<file path="src/rtl/vga_pkg.sv">
// Shared VGA 640x480@60 timing constants and colour type for the display path.
// Pixel layers (sky, ground, sprites) import this for rgb12_t and the geometry.
package vga_pkg;

    localparam int H_ACTIVE = 640;
    localparam int H_FP     = 16;
    localparam int H_SYNC   = 96;
    localparam int H_BP     = 48;
    localparam int V_ACTIVE = 480;
    localparam int V_FP     = 10;
    localparam int V_SYNC   = 2;
    localparam int V_BP     = 33;

    localparam int H_TOTAL      = H_ACTIVE + H_FP + H_SYNC + H_BP;
    localparam int V_TOTAL      = V_ACTIVE + V_FP + V_SYNC + V_BP;
    localparam int H_SYNC_START = H_ACTIVE + H_FP;
    localparam int H_SYNC_END   = H_SYNC_START + H_SYNC - 1;
    localparam int V_SYNC_START = V_ACTIVE + V_FP;
    localparam int V_SYNC_END   = V_SYNC_START + V_SYNC - 1;

    typedef logic [11:0] rgb12_t;

endpackage

</file>
<file path="src/rtl/vga_tick_gen.sv">
// System-clock divider producing a one-clk pixel strobe every CLK_DIV clocks.
module vga_tick_gen #(
    parameter int CLK_DIV = 4
) (
    input  logic clk,
    input  logic rst_n,
    output logic p_tick
);

    localparam int DW = $clog2(CLK_DIV);

    logic [DW-1:0] div;

    assign p_tick = (div == DW'(CLK_DIV - 1));

    always_ff @(posedge clk or negedge rst_n) begin
        if (!rst_n)      div <= '0;
        else if (p_tick) div <= '0;
        else             div <= div + 1'b1;
    end

endmodule

</file>
<file path="src/rtl/vga_timing_gen.sv">
// VGA scan counters plus registered sync/colour output stage; sync and rgb are
// registered on the same pixel tick so they stay aligned one pixel behind x/y.
module vga_timing_gen
    import vga_pkg::*;
#(
    parameter int CLK_DIV  = 4,
    parameter int H_ACTIVE = vga_pkg::H_ACTIVE,
    parameter int H_FP     = vga_pkg::H_FP,
    parameter int H_SYNC   = vga_pkg::H_SYNC,
    parameter int H_BP     = vga_pkg::H_BP,
    parameter int V_ACTIVE = vga_pkg::V_ACTIVE,
    parameter int V_FP     = vga_pkg::V_FP,
    parameter int V_SYNC   = vga_pkg::V_SYNC,
    parameter int V_BP     = vga_pkg::V_BP
) (
    input  logic        clk,
    input  logic        rst_n,
    input  rgb12_t      rgb_in,
    output logic [9:0]  x,
    output logic [9:0]  y,
    output logic        video_on,
    output logic        p_tick,
    output logic        frame_start,
    output logic        hsync,
    output logic        vsync,
    output rgb12_t      rgb_out
);

    localparam int H_TOT    = H_ACTIVE + H_FP + H_SYNC + H_BP;
    localparam int V_TOT    = V_ACTIVE + V_FP + V_SYNC + V_BP;
    localparam int HS_START = H_ACTIVE + H_FP;
    localparam int HS_END   = HS_START + H_SYNC - 1;
    localparam int VS_START = V_ACTIVE + V_FP;
    localparam int VS_END   = VS_START + V_SYNC - 1;

    logic [9:0] h_count, v_count;
    logic       h_end, v_end, h_sync_zone, v_sync_zone;

    vga_tick_gen #(.CLK_DIV(CLK_DIV)) u_tick (
        .clk    (clk),
        .rst_n  (rst_n),
        .p_tick (p_tick)
    );

    assign h_end       = (h_count == 10'(H_TOT - 1));
    assign v_end       = (v_count == 10'(V_TOT - 1));
    assign h_sync_zone = (h_count >= 10'(HS_START)) && (h_count <= 10'(HS_END));
    assign v_sync_zone = (v_count >= 10'(VS_START)) && (v_count <= 10'(VS_END));

    assign x        = h_count;
    assign y        = v_count;
    assign video_on = (h_count < 10'(H_ACTIVE)) && (v_count < 10'(V_ACTIVE));

    always_ff @(posedge clk or negedge rst_n) begin
        if (!rst_n) begin
            h_count <= '0;
            v_count <= '0;
        end else if (p_tick) begin
            if (h_end) begin
                h_count <= '0;
                v_count <= v_end ? 10'd0 : v_count + 10'd1;
            end else begin
                h_count <= h_count + 10'd1;
            end
        end
    end

    // Output stage samples the pixel currently on x/y; visible one clk later.
    always_ff @(posedge clk or negedge rst_n) begin
        if (!rst_n) begin
            hsync       <= 1'b1;
            vsync       <= 1'b1;
            rgb_out     <= '0;
            frame_start <= 1'b0;
        end else begin
            frame_start <= p_tick && h_end && v_end;
            if (p_tick) begin
                hsync   <= ~h_sync_zone;
                vsync   <= ~v_sync_zone;
                rgb_out <= video_on ? rgb_in : 12'h000;
            end
        end
    end

endmodule

</file>
<file path="config.mk">
export PLATFORM = sky130hd
export DESIGN_NAME = vga_timing_gen
export DESIGN_NICKNAME = d
export VERILOG_FILES = /design/src/rtl/vga_pkg.sv /design/src/rtl/vga_tick_gen.sv /design/src/rtl/vga_timing_gen.sv
export SDC_FILE = /design/constraint.sdc
export NUM_CORES = 1
export LEC_CHECK = 0
export CAP_MARGIN = 20
export CORE_AREA = 4 4 72 74
export CTS_CLUSTER_SIZE = 10
export DETAILED_ROUTE_END_ITERATION = 7
export DIE_AREA = 0 0 76 78
export GPL_ROUTABILITY_DRIVEN = 0
export PLACE_DENSITY = 0.76
export SLEW_MARGIN = 10
export SYNTH_ARGS = -nofsm -noshare
export SYNTH_HDL_FRONTEND = slang
export SYNTH_SLANG_ARGS = --single-unit
</file>
<file path="constraint.sdc">
create_clock -name clk -period 5.5 [get_ports clk]
set_input_delay 1.1 -clock clk [delete_from_list [all_inputs] [get_ports clk]]
set_output_delay 1.1 -clock clk [all_outputs]
set_load 0.02 [all_outputs]
</file>
==> images/m1.png <==
Drawn at 6 px/micron. Supply wires on this layer in grey.
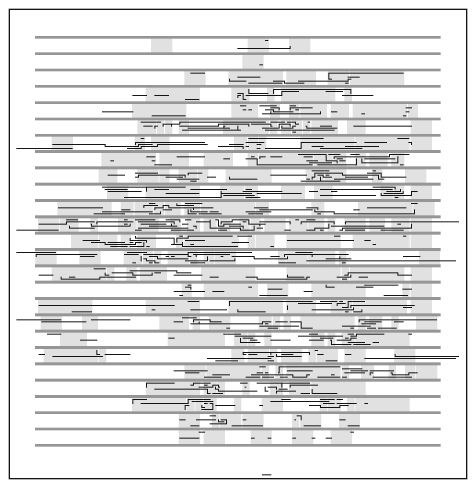
share of all routed wire = 45%
longest straight run = 24.8 microns
wire length on this layer = 1780 microns
nets with wire on the layer = 208

==> images/class_map.png <==
Drawn at 4 px/micron.
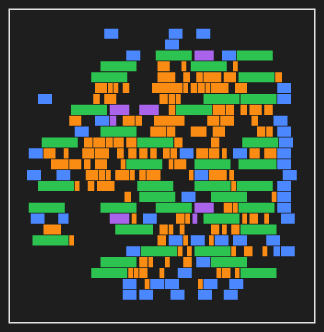
green -> registers  # cells 37, share of their area 40%
orange -> remaining logic cells  # cells 126, share of their area 35%
blue -> remaining buffers and delay cells  # cells 51, share of their area 22%
purple -> clock drivers and dummy loads  # cells 7, share of their area 3.3%

==> flow_metrics.tcl <==
# collected from the flow reports
set metrics [dict create \
    postCtsSetupBuffers 0 \
    core_area_sq_mm 0.004598 \
    synth_seq_share_pct 52.14 \
    clk_latency_ns 0.28 \
    cp_max_fo 13 \
    dr_wl_met3_microns 225 \
    status "complete, no violations" \
    highest_layer "met4" \
    synthArstFlopShare_pct 100.0 \
    ff_latch_area_sq_um 928.4 \
    clkTransAtPathRegs_ns 0.07 \
    cts_max_level 2 \
    min-delay-start "u_tick.div[0]" \
    biggestCellCategory "registers" \
    combPwrFrac_pct 7.0 \
    chipArea_sq_mm 0.005928 \
    layout-drive-gt1-share_pct 9.502 \
    end_kind "output pin" \
    fin_crit_ns 3.522 \
    tap_cells 54 \
    post-place-cells 268 \
    r2r_slack_ns 3.26 \
    yosysTopAreaCell "dfrtp_1" \
    antenna_left 0 \
    dp_hpwl_microns 2893 \
    finalHoldViolations 0 \
    clock_sinks 37 \
    hp-class "flop to flop" \
    layout.cells.non_filler 275 \
    powerClk_uw 175 \
    via_per_inst 5.138 \
    cts_buffers 5 \
    cts_tree "done" \
    sw_frac_of_total_pct 22.03 \
    p_total_uw 487.7 \
    setup_viol 0 \
    holdPathStages 1 \
    gr-total-overflow 0 \
    power.leakage_uw 0.001005 \
    power.internal_uw 380.3 \
    power_frac_clock_pct 35.8 \
    powerDensity_mw_per_mm2 204.5 \
]
